<file path="config.mk">
export PLATFORM = sky130hd
export DESIGN_NAME = lsu_wb_master
export DESIGN_NICKNAME = d
export VERILOG_FILES = /design/src/rtl/lsu_wb_master.sv
export SDC_FILE = /design/constraint.sdc
export NUM_CORES = 1
export LEC_CHECK = 0
export ABC_AREA = 1
export CAP_MARGIN = 25
export CORE_AREA = 2 2 135 98
export CTS_CLUSTER_SIZE = 12
export DETAILED_ROUTE_END_ITERATION = 8
export DIE_AREA = 0 0 137 100
export PLACE_DENSITY = 0.85
export SYNTH_ARGS = -nofsm -noshare
export SYNTH_HDL_FRONTEND = slang
export SYNTH_SLANG_ARGS = --single-unit
export TNS_END_PERCENT = 30
</file>
<file path="constraint.sdc">
create_clock -name clk -period 4.3 [get_ports clk]
set_input_delay 0.86 -clock clk [delete_from_list [all_inputs] [get_ports clk]]
set_output_delay 0.86 -clock clk [all_outputs]
set_load 0.02 [all_outputs]
</file>
<file path="src/rtl/lsu_wb_master.sv">
// Load/store unit bus master: turns one RV32I load/store request into a single
// pipelined Wishbone B4 access. It aligns store data and byte selects,
// extracts and extends load data, and reports misaligned accesses, illegal
// funct3 values and bus timeouts as errors.
//
// Handshakes: a request transfers on a rising edge where req_valid && req_ready.
// req_ready is high only in IDLE. resp_valid is a one-cycle pulse; resp_err and
// resp_rd_data are meaningful only while it is high. On the bus, a strobe
// transfers on a rising edge where wb_stb && !wb_stall. wb_ack is sampled only
// while wb_cyc is high.
module lsu_wb_master #(
  parameter int unsigned TIMEOUT_CYCLES = 255
) (
  input  logic        clk,
  input  logic        rst_n,
  input  logic        req_valid,
  output logic        req_ready,
  input  logic        req_wr,
  input  logic [2:0]  req_funct3,
  input  logic [31:0] req_addr,
  input  logic [31:0] req_wr_data,
  output logic        resp_valid,
  output logic        resp_err,
  output logic [31:0] resp_rd_data,
  output logic        wb_cyc,
  output logic        wb_stb,
  output logic        wb_wr_en,
  output logic [31:0] wb_addr,
  output logic [31:0] wb_wr_data,
  output logic [3:0]  wb_wr_sel,
  input  logic        wb_ack,
  input  logic        wb_stall,
  input  logic [31:0] wb_rd_data,
  output logic [1:0]  dbg_state
);

  // Counter is at least 8 bits wide and wide enough to hold TIMEOUT_CYCLES.
  localparam int CNT_W = ($clog2(TIMEOUT_CYCLES + 1) > 8) ? $clog2(TIMEOUT_CYCLES + 1) : 8;
  localparam logic [CNT_W-1:0] CNT_LAST = CNT_W'(TIMEOUT_CYCLES - 1);

  typedef enum logic [1:0] {S_IDLE, S_REQ, S_WAIT, S_RESP} state_t;

  state_t           state, state_n;
  logic [2:0]       f3_q;
  logic [1:0]       lane_q;
  logic [CNT_W-1:0] cnt;

  logic             legal;
  logic [3:0]       sel_n;
  logic [31:0]      data_n;
  logic [31:0]      rd_shift;
  logic [7:0]       rd_byte;
  logic [15:0]      rd_half;
  logic [31:0]      load_ext;
  logic             timeout;

  // Decode legality, byte selects and lane-replicated store data of the incoming request.
  always_comb begin
    legal  = 1'b0;
    sel_n  = 4'b1111;
    data_n = 32'd0;
    if (req_wr) begin
      case (req_funct3)
        3'b000: begin
          legal  = 1'b1;
          sel_n  = 4'b0001 << req_addr[1:0];
          data_n = {4{req_wr_data[7:0]}};
        end
        3'b001: begin
          legal  = ~req_addr[0];
          sel_n  = 4'b0011 << req_addr[1:0];
          data_n = {2{req_wr_data[15:0]}};
        end
        3'b010: begin
          legal  = (req_addr[1:0] == 2'b00);
          data_n = req_wr_data;
        end
        default: legal = 1'b0;
      endcase
    end else begin
      case (req_funct3)
        3'b000, 3'b100: legal = 1'b1;
        3'b001, 3'b101: legal = ~req_addr[0];
        3'b010:         legal = (req_addr[1:0] == 2'b00);
        default:        legal = 1'b0;
      endcase
    end
  end

  // Pick the addressed byte/halfword from the read bus and extend it per funct3.
  always_comb begin
    rd_shift = wb_rd_data >> {lane_q, 3'b000};
    rd_byte  = rd_shift[7:0];
    rd_half  = lane_q[1] ? wb_rd_data[31:16] : wb_rd_data[15:0];
    case (f3_q)
      3'b000:  load_ext = {{24{rd_byte[7]}}, rd_byte};
      3'b001:  load_ext = {{16{rd_half[15]}}, rd_half};
      3'b100:  load_ext = {24'd0, rd_byte};
      3'b101:  load_ext = {16'd0, rd_half};
      default: load_ext = wb_rd_data;
    endcase
  end

  assign timeout = (cnt >= CNT_LAST);

  // FSM state register.
  always_ff @(posedge clk or negedge rst_n) begin
    if (!rst_n) state <= S_IDLE;
    else        state <= state_n;
  end

  // Next-state logic and state-decoded outputs.
  always_comb begin
    state_n    = state;
    req_ready  = 1'b0;
    resp_valid = 1'b0;
    wb_cyc     = 1'b0;
    wb_stb     = 1'b0;
    case (state)
      S_IDLE: begin
        req_ready = 1'b1;
        if (req_valid) state_n = legal ? S_REQ : S_RESP;
      end
      S_REQ: begin
        wb_cyc = 1'b1;
        wb_stb = 1'b1;
        if (wb_ack || timeout) state_n = S_RESP;
        else if (!wb_stall)    state_n = S_WAIT;
      end
      S_WAIT: begin
        wb_cyc = 1'b1;
        if (wb_ack || timeout) state_n = S_RESP;
      end
      S_RESP: begin
        resp_valid = 1'b1;
        state_n    = S_IDLE;
      end
      default: state_n = S_IDLE;
    endcase
  end

  assign dbg_state = state;

  // Latch the bus request on acceptance, run the timeout counter, capture the response.
  always_ff @(posedge clk or negedge rst_n) begin
    if (!rst_n) begin
      wb_wr_en     <= 1'b0;
      wb_addr      <= 32'd0;
      wb_wr_data   <= 32'd0;
      wb_wr_sel    <= 4'd0;
      f3_q         <= 3'd0;
      lane_q       <= 2'd0;
      cnt          <= '0;
      resp_err     <= 1'b0;
      resp_rd_data <= 32'd0;
    end else begin
      case (state)
        S_IDLE: begin
          if (req_valid) begin
            cnt          <= '0;
            resp_err     <= ~legal;
            resp_rd_data <= 32'd0;
            if (legal) begin
              wb_wr_en   <= req_wr;
              wb_addr    <= {req_addr[31:2], 2'b00};
              wb_wr_data <= data_n;
              wb_wr_sel  <= sel_n;
              f3_q       <= req_funct3;
              lane_q     <= req_addr[1:0];
            end
          end
        end
        S_REQ, S_WAIT: begin
          if (cnt != '1) cnt <= cnt + 1'b1;
          if (wb_ack) begin
            resp_err     <= 1'b0;
            resp_rd_data <= wb_wr_en ? 32'd0 : load_ext;
          end else if (timeout) begin
            resp_err     <= 1'b1;
            resp_rd_data <= 32'd0;
          end
        end
        S_RESP: begin
          resp_err     <= 1'b0;
          resp_rd_data <= 32'd0;
        end
        default: ;
      endcase
    end
  end

endmodule

</file>
Fig. 1: where the registers sit
Other sequential cells in the stronger grey, the rest of the logic in the fainter grey.
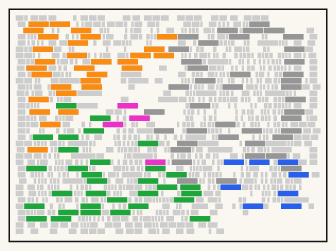
magenta -> `wb_wr_sel`  # placed flops 4, where centre
orange -> `wb_addr`  # placed flops 30, where north-west
green -> `wb_wr_data`  # placed flops 32
blue -> `cnt`  # placed flops 8, where south-east
not coloured = 41

Fig. 2: I/O nets highlighted
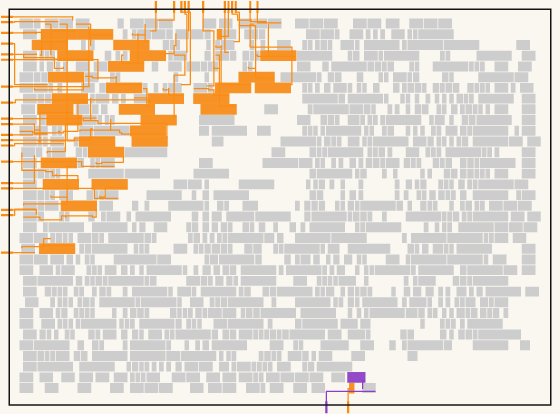
orange -> `wb_addr`  # direction output, end cells 32, buffers 30, wire 1030 µm
purple -> `resp_valid`  # direction output, end cells 1, buffers 1, wire 17.8 µm

Fig. 3: signal wires on met3
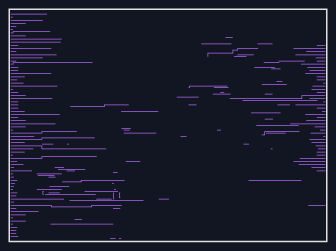
main direction = horizontal
longest straight run = 34.3 µm

==> job_summary.md <==
## Synthesis and layout report

| Metric | Value |
|---|---|
| Non-Filler Instances | 1182 |
| Arr. time, crit path | 2.24 ns |
| Total via count in the routed design | 6079 |
| Critical Path Sink Type | output port |
| Total track usage | 26.47% |
| Synth-to-Final Area Change | 46.71% |
| Dpl cell area | 8060 µm² |
| Placer Congestion | 0.8623 |
| DR DRC count | 0 |
| Sequential group share of total power | 30.2% |
| Dominant synthesized flop cell | sky130_fd_sc_hd__dfrtp_1 |
| Capture point of the worst path | wb_cyc |
| Run status | finished, final reports clean |
| Worst hold path depth | 2 |
| Number of nets in the layout | 1114 |
| Nature of the critical path startpoint | flop |
| Clk slew on worst S/H paths | 0.06 ns |
| Clk_skew | 0.01318 ns |
| Synthesized-area fraction occupied by ao, oa, aoi and oai cells | 8.615% |
| Residual antenna-violating net count after detailed routing | 0 |
| Count of endpoints failing hold in the final timing report | 0 |
| Post-CTS setup-driven buffer insertion count | 0 |
Fig. 4: placed standard cells
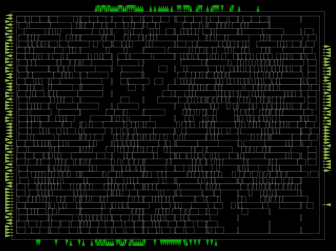
Flop Count: 115
CORE AREA: 12610 µm²
count of standard-cell rows: 35
share of the core filled with cells in the final layout: 68.93%
Seq/total area: 33.10%

Fig. 5: signal metal coverage by tile
27 x 20 tiles, from black (low) to pale yellow (high), scaled to the fullest tile. Values are wire area over tile area, all layers added.
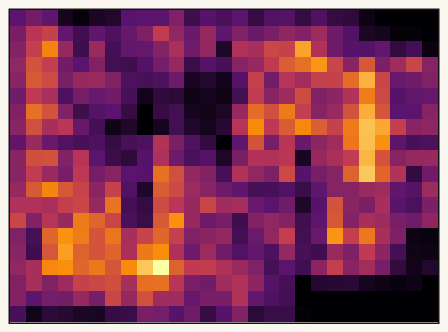
mean over tiles = 0.21
emptiest ninth of the die = south-east
fullest tile = 0.61
tiles over half the peak = 23%
nearly empty tiles = 5.7%

==> stage by stage <==
step                setup WS (ns)  util [%]  hold WS (ns)
finish                      1.196     68.93        0.4662
global route                1.078     68.93        0.4871
CTS                         1.197     68.93        0.4716
detailed placement          1.293     63.91        0.4574
global placement            1.368     63.91        0.4529
floorplan                   2.396         -        0.4813
==> power by group through the flow <==
stage / Clock [mW] / Sequential [mW] / Combinational, mW
4_1_cts: 1.53 / 1.83 / 2.73
3_5_place_dp: 0 / 1.83 / 2.72
6_report: 1.51 / 1.83 / 2.72
5_1_grt: 1.59 / 1.89 / 2.98
2_1_floorplan: 0 / 2.18 / 1.17
3_3_place_gp: 0 / 1.84 / 2.67
==> how the worst min path moves through the flow <==
stage / start / to
CTS: wb_addr[7] / wb_addr[7]
floorplan: f3_q[2] / f3_q[2]
global placement: wb_addr[4] / wb_addr[4]
global route: wb_addr[7] / wb_addr[7]
finish: wb_addr[21] / wb_addr[21]
detailed placement: wb_addr[7] / wb_addr[7]
==> cell usage in the layout, fill, tap and decap left out, drive strengths merged <==
cell	n
buf	6
a21oi	22
or2	3
o21ai	74
a21o	3
nand3	85
nand2	354
dfrtp	115
clkbuf	17
conb	2
clkinv	7
xor2	1
o21bai	1
ha	6
nor2	43
bufinv	4
clkdlybuf4s50	209
clkinvlp	4
nand4	4
inv	44
nor3	12
==> cell families after synthesis <==
kind of cell | Yosys count
and+or+nand+nor | 501
adders and majority gates | 6
other | 1
DFF | 115
buffers and inverters | 86
xor gates and xnor gates | 1
AOI/OAI and AO/OA | 100
==> per-layer routing <==
layer  part of all wire, %  global-route usage [%]  vias up
met5                     0                       0        -
met1                    44                   36.30     2849
met2                    46                   40.91      235
met3                   8.7                   7.273       20
li1                      -                       -     2975
met4                   1.4                   8.644        0
==> critical path: stages (launching register included) <==
cell and delay, ns:
sky130_fd_sc_hd__dfrtp_1 0.45, sky130_fd_sc_hd__inv_1 0.09, sky130_fd_sc_hd__ha_1 0.58, sky130_fd_sc_hd__clkdlybuf4s50_1 0.71
==> cell type report <==
type	instances	area, µm²
tap	166	207.7
sequential	115	2878
multi-input combinational	610	2646
inverter	44	166.4
clock inverter	15	207.7
clock buffer	17	425.4
fill	1026	3919
timing repair buffer	215	2162
==> sequential cells by signal, indices dropped and copies added (netlist names) <==
register and flops:
resp_rd_data 32, wb_wr_data 32, wb_addr 30, cnt 8, wb_wr_sel 4, f3_q 3
dbg_state 2, lane_q 2, resp_err 1, wb_wr_en 1
Power and IR drop assume default switching activity.
